`src/rtl/mult_pkg.sv`:
```
// Shared constants and FSM state type for the shift-add multiplier.
package mult_pkg;

  localparam int unsigned OP_W   = 4;
  localparam int unsigned PROD_W = 8;
  localparam int unsigned ITER_N = 4;
  localparam int unsigned CNT_W  = $clog2(ITER_N);

  localparam logic [CNT_W-1:0] CNT_LAST = CNT_W'(ITER_N - 1);

  typedef enum logic [1:0] {
    IDLE = 2'd0,
    RUN  = 2'd1,
    DONE = 2'd2
  } state_e;

  // Operand pair as captured on an accepted start.
  typedef struct packed {
    logic [OP_W-1:0] a;
    logic [OP_W-1:0] b;
  } operands_t;

endpackage

```
`src/rtl/shift_add_multiplier_if.sv`:
```
// Request/result bundle of the shift-add multiplier; the requester is the master.
interface shift_add_multiplier_if;
  import mult_pkg::*;

  logic              start;
  logic [OP_W-1:0]   a;
  logic [OP_W-1:0]   b;
  logic              busy;
  logic              done;
  logic [PROD_W-1:0] product;

  modport master (
    output start, a, b,
    input  busy, done, product
  );

  modport slave (
    input  start, a, b,
    output busy, done, product
  );

endinterface

```
`src/rtl/mult_ctrl.sv`:
```
// Sequencer for the shift-add multiplier: IDLE/RUN/DONE FSM, iteration count,
// registered busy/done and combinational datapath strobes.
module mult_ctrl
  import mult_pkg::*;
(
  input  logic clk,
  input  logic clear_n,
  input  logic start,
  input  logic zero_op,
  output logic busy,
  output logic done,
  output logic accept_c,
  output logic bypass_c,
  output logic step_c,
  output logic last_c
);

  state_e           state_q, state_d;
  logic [CNT_W-1:0] cnt_q, cnt_d;
  logic             busy_q, busy_d;
  logic             done_q, done_d;

  always_comb begin
    state_d  = state_q;
    cnt_d    = cnt_q;
    accept_c = 1'b0;
    bypass_c = 1'b0;
    step_c   = 1'b0;
    last_c   = 1'b0;

    unique case (state_q)
      IDLE: begin
        if (start) begin
          accept_c = 1'b1;
          cnt_d    = '0;
          if (zero_op) begin
            bypass_c = 1'b1;
            state_d  = DONE;
          end else begin
            state_d  = RUN;
          end
        end
      end
      RUN: begin
        step_c = 1'b1;
        cnt_d  = cnt_q + CNT_W'(1);
        if (cnt_q == CNT_LAST) begin
          last_c  = 1'b1;
          state_d = DONE;
        end
      end
      DONE: begin
        state_d = IDLE;
      end
      default: begin
        state_d = IDLE;
      end
    endcase

    // Flags follow the state being entered so they line up with it.
    busy_d = (state_d == RUN);
    done_d = (state_d == DONE);
  end

  always_ff @(posedge clk or negedge clear_n) begin
    if (!clear_n) begin
      state_q <= IDLE;
      cnt_q   <= '0;
      busy_q  <= 1'b0;
      done_q  <= 1'b0;
    end else begin
      state_q <= state_d;
      cnt_q   <= cnt_d;
      busy_q  <= busy_d;
      done_q  <= done_d;
    end
  end

  assign busy = busy_q;
  assign done = done_q;

endmodule

```
`src/rtl/mux2.sv`:
```
// Width-parameterised 2:1 mux cell: y = sel ? d1 : d0.
module mux2 #(
  parameter int unsigned W = 4
) (
  input  logic         sel,
  input  logic [W-1:0] d0,
  input  logic [W-1:0] d1,
  output logic [W-1:0] y
);

  assign y = sel ? d1 : d0;

endmodule

```
`src/rtl/ripple_add4.sv`:
```
// 4-bit ripple-carry adder cell built from a chain of full adders.
module ripple_add4 (
  input  logic [3:0] x,
  input  logic [3:0] y,
  input  logic       cin,
  output logic [3:0] sum,
  output logic       cout
);

  localparam int unsigned W = 4;

  logic [W:0] carry;

  always_comb begin
    carry    = '0;
    sum      = '0;
    carry[0] = cin;
    for (int unsigned i = 0; i < W; i++) begin
      sum[i]     = x[i] ^ y[i] ^ carry[i];
      carry[i+1] = (x[i] & y[i]) | (carry[i] & (x[i] ^ y[i]));
    end
  end

  assign cout = carry[W];

endmodule

```
`src/rtl/shift_add_multiplier.sv`:
```
// 4x4 unsigned shift-add multiplier, one add+shift per RUN cycle.
// Optional MULT_ZERO_BYPASS_EN: zero operands skip RUN and finish in one cycle.
module shift_add_multiplier
  import mult_pkg::*;
(
  input  logic                   clk,
  input  logic                   clear_n,
  shift_add_multiplier_if.slave  bus
);

  localparam logic [OP_W-1:0] ZERO_OP = '0;

  logic [OP_W-1:0]   m_q, m_d;
  logic [OP_W-1:0]   q_q, q_d;
  logic [OP_W-1:0]   acc_q, acc_d;
  logic              c_q, c_d;
  logic [PROD_W-1:0] product_q, product_d;

  logic              accept_c, bypass_c, step_c, last_c;
  logic              zero_op_c;
  logic              busy_w, done_w;
  operands_t         ops_c;
  logic [OP_W-1:0]   addend_c, sum_c;
  logic              carry_c;
  logic [OP_W-1:0]   acc_sh_c, q_sh_c;

  assign ops_c = '{a: bus.a, b: bus.b};

`ifdef MULT_ZERO_BYPASS_EN
  assign zero_op_c = (ops_c.a == ZERO_OP) || (ops_c.b == ZERO_OP);
`else
  assign zero_op_c = 1'b0;
`endif

  mult_ctrl u_ctrl (
    .clk      (clk),
    .clear_n  (clear_n),
    .start    (bus.start),
    .zero_op  (zero_op_c),
    .busy     (busy_w),
    .done     (done_w),
    .accept_c (accept_c),
    .bypass_c (bypass_c),
    .step_c   (step_c),
    .last_c   (last_c)
  );

  // Partial product: M when the current multiplier LSB is set, else zero.
  mux2 #(.W(OP_W)) u_addend_mux (
    .sel (q_q[0]),
    .d0  (ZERO_OP),
    .d1  (m_q),
    .y   (addend_c)
  );

  ripple_add4 u_adder (
    .x    (acc_q),
    .y    (addend_c),
    .cin  (1'b0),
    .sum  (sum_c),
    .cout (carry_c)
  );

  // {C,ACC,Q} shifted right by one; ACC's LSB moves into Q's MSB.
  assign acc_sh_c = {carry_c, sum_c[OP_W-1:1]};
  assign q_sh_c   = {sum_c[0], q_q[OP_W-1:1]};

  always_comb begin
    m_d       = m_q;
    q_d       = q_q;
    acc_d     = acc_q;
    c_d       = c_q;
    product_d = product_q;

    if (accept_c) begin
      m_d   = ops_c.a;
      q_d   = ops_c.b;
      acc_d = '0;
      c_d   = 1'b0;
    end

    if (bypass_c) begin
      product_d = '0;
    end

    if (step_c) begin
      acc_d = acc_sh_c;
      q_d   = q_sh_c;
      c_d   = carry_c;
      if (last_c) begin
        product_d = {acc_sh_c, q_sh_c};
      end
    end
  end

  always_ff @(posedge clk or negedge clear_n) begin
    if (!clear_n) begin
      m_q       <= '0;
      q_q       <= '0;
      acc_q     <= '0;
      c_q       <= 1'b0;
      product_q <= '0;
    end else begin
      m_q       <= m_d;
      q_q       <= q_d;
      acc_q     <= acc_d;
      c_q       <= c_d;
      product_q <= product_d;
    end
  end

  assign bus.busy    = busy_w;
  assign bus.done    = done_w;
  assign bus.product = product_q;

endmodule

```
`src/flat_wrapper.sv`:
```
// flat-port wrapper written by rule: the top's interface ports become plain ports
module shift_add_multiplier_flat import mult_pkg::*;
  (clk, clear_n, bus_start, bus_a, bus_b, bus_busy, bus_done, bus_product);
  shift_add_multiplier_if bus_i ();
  input  logic clk;
  input  logic clear_n;
  input wire logic [$bits(bus_i.start)-1:0] bus_start;
  input wire logic [$bits(bus_i.a)-1:0] bus_a;
  input wire logic [$bits(bus_i.b)-1:0] bus_b;
  output wire logic [$bits(bus_i.busy)-1:0] bus_busy;
  output wire logic [$bits(bus_i.done)-1:0] bus_done;
  output wire logic [$bits(bus_i.product)-1:0] bus_product;
  assign bus_i.start = bus_start;
  assign bus_i.a = bus_a;
  assign bus_i.b = bus_b;
  assign bus_busy = bus_i.busy;
  assign bus_done = bus_i.done;
  assign bus_product = bus_i.product;
  shift_add_multiplier u_core (.clk(clk), .clear_n(clear_n), .bus(bus_i));
endmodule
```
`config.mk`:
```
export PLATFORM = sky130hd
export DESIGN_NAME = shift_add_multiplier_flat
export DESIGN_NICKNAME = d
export VERILOG_FILES = /design/src/rtl/mult_pkg.sv /design/src/rtl/shift_add_multiplier_if.sv /design/src/rtl/mult_ctrl.sv /design/src/rtl/mux2.sv /design/src/rtl/ripple_add4.sv /design/src/rtl/shift_add_multiplier.sv /design/src/flat_wrapper.sv
export SDC_FILE = /design/constraint.sdc
export NUM_CORES = 1
export LEC_CHECK = 0
export CAP_MARGIN = 25
export CORE_MARGIN = 2
export CORE_UTILIZATION = 48
export DETAILED_ROUTE_END_ITERATION = 12
export PLACE_DENSITY = 0.78
export SETUP_SLACK_MARGIN = 0.05
export SYNTH_ARGS = -nofsm -noshare
export SYNTH_HDL_FRONTEND = slang
export SYNTH_SLANG_ARGS = --single-unit
```
`constraint.sdc`:
```
create_clock -name clk -period 2.92 [get_ports clk]
set_clock_uncertainty 0.1 [all_clocks]
set_input_delay 0.584 -clock clk [delete_from_list [all_inputs] [get_ports clk]]
set_output_delay 0.584 -clock clk [all_outputs]
set_load 0.02 [all_outputs]
```
Fig. 1: routed metal, one colour a layer
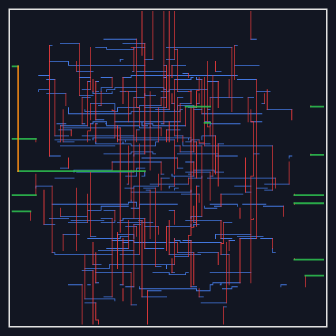
| layer | colour | wire length |
|---|---|---|
| M3 | green | 59.8 um |
| M2 | red | 899 um |
| M4 | orange | 17.7 um |
| M1 | blue | 842 um |

Fig. 2: clock nets
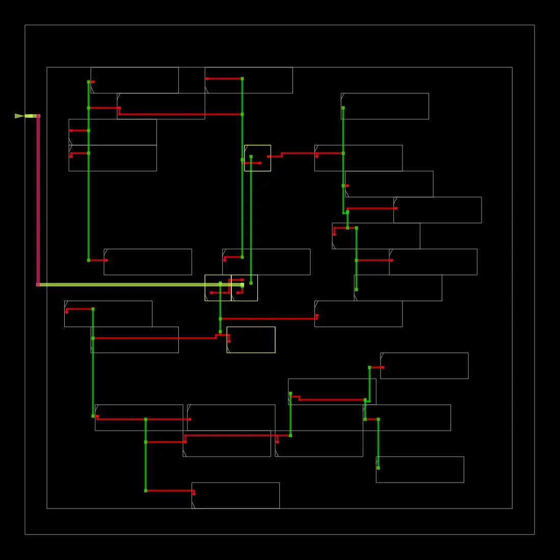
clock buffers: 4
number of buffers created by CTS: 3
sink count of the clock tree: 26

Fig. 3: clock distribution
The bar under the picture is 20 um long.
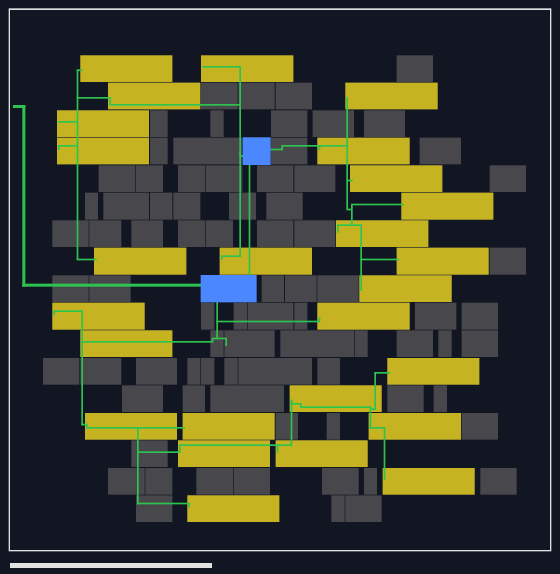
[clock wires] green | length: 281 um
[clock-net drivers] blue | count: 3
[flip-flops] yellow | count: 26
routed clock nets: 4

Fig. 4: selected gate families
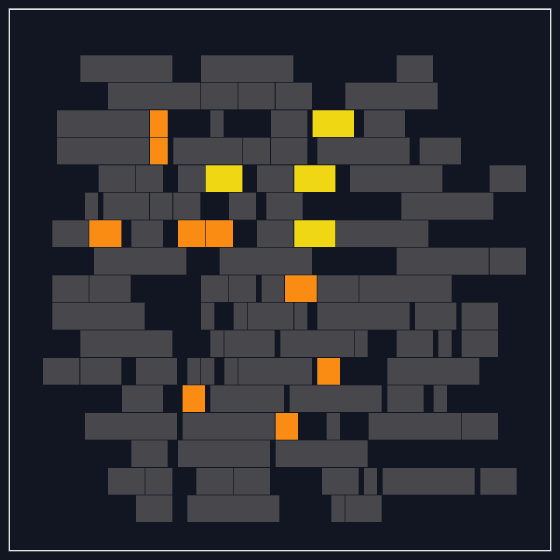
| family | colour | cells | most used |
|---|---|---|---|
| non-inverting ao/oa cells | yellow | 4 | o221a_2 |
| aoi and oai cells | orange | 9 | o22ai_1 |
final instance count without filler cells: 136
fraction of area in multi-input gates: 0.312
Top cell excl fill/tap: sky130_fd_sc_hd__dfrtp_1

Fig. 5: wires at chosen ports, followed through buffers
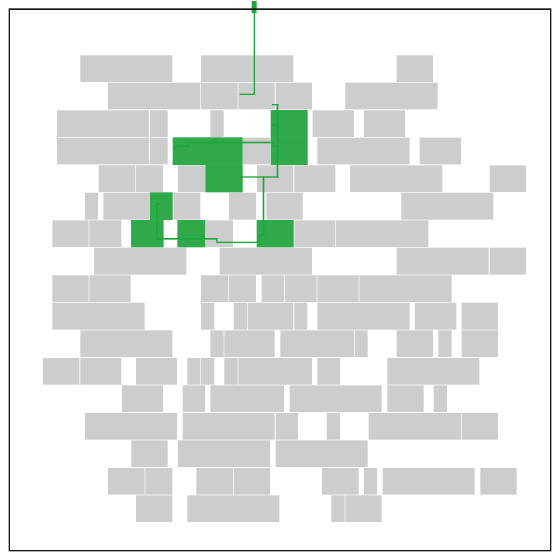
| port | colour | bits | direction | edge | end cells | buffers | wire |
|---|---|---|---|---|---|---|---|
| bus_start | green | 1 | input | north | 8 | 1 | 53.5 um |
num ports: 21
count of input and output buffers: 20

==> datasheet_impl.txt <==
Physical design parameters

Parameter                              Value

STA
  Worst hold-check slack    0.389 ns
  Setup-failing EPs final    0
  Hold Fails Final Rpt    0
  Setup TNS    0 ns
  Clock period minus worst slack    2.31 ns

Layout
  Final non-clock buffer share    0.147
  Leading cell types in the layout, fill and taps excluded    sky130_fd_sc_hd__dfrtp_1, sky130_fd_sc_hd__clkdlybuf4s50_1, sky130_fd_sc_hd__inv_1
  Flop share of the area    0.459
  Cell class ranked first by area    registers

Worst setup path
  Number of cells on the worst reg-to-reg path    7
  Element type at the critical path start    flip-flop

Power and ir drop
  Sw Share    0.359
  Biggest power consumer among the groups    combinational logic

Placed design
  Detailed Place HPWL    1.37 mm

GRT
  GR met1 Demand/Resource    0.223
  Routing usage on met3    0.0339
  Most used routing layer in global routing    met2

Yosys
  Flip-flop cell with the highest count after synthesis    sky130_fd_sc_hd__dfrtp_1
  Count of flip-flops with a built-in enable after synthesis    0
  Post-synthesis compound-gate area fraction    0.0897
  Unique cell types    25

Min path
  HP Class    reg2reg

Routing
  Pre-Repair DR Iteration Count    4

CTS
  Clock transition at path regs    0.13 ns

Outcome
  Result of the run    complete, no violations
flip-flops by register name, summed over array words and instances (netlist names):
register / count
u_core.bus.product: 8
u_core.acc_q: 4
u_core.m_q: 4
u_core.q_q: 4
u_core.u_ctrl.cnt_q: 2
u_core.u_ctrl.state_q: 2
u_core.u_ctrl.busy: 1
u_core.u_ctrl.done: 1
path summary, 6_finish.rpt:
| path | end | from |
|---|---|---|
| worst max-delay path | u_core.bus.product[6] | u_core.q_q[0] |
| worst min-delay path | u_core.u_ctrl.cnt_q[0] | u_core.u_ctrl.cnt_q[0] |
| worst max register to register | u_core.bus.product[6] | u_core.q_q[0] |
| worst min register to register | u_core.u_ctrl.cnt_q[0] | u_core.u_ctrl.cnt_q[0] |
| max in group asynchronous | u_core.u_ctrl.busy | clear_n |
| min in group asynchronous | u_core.q_q[0] | clear_n |
Power is estimated from default activity; no workload was simulated.
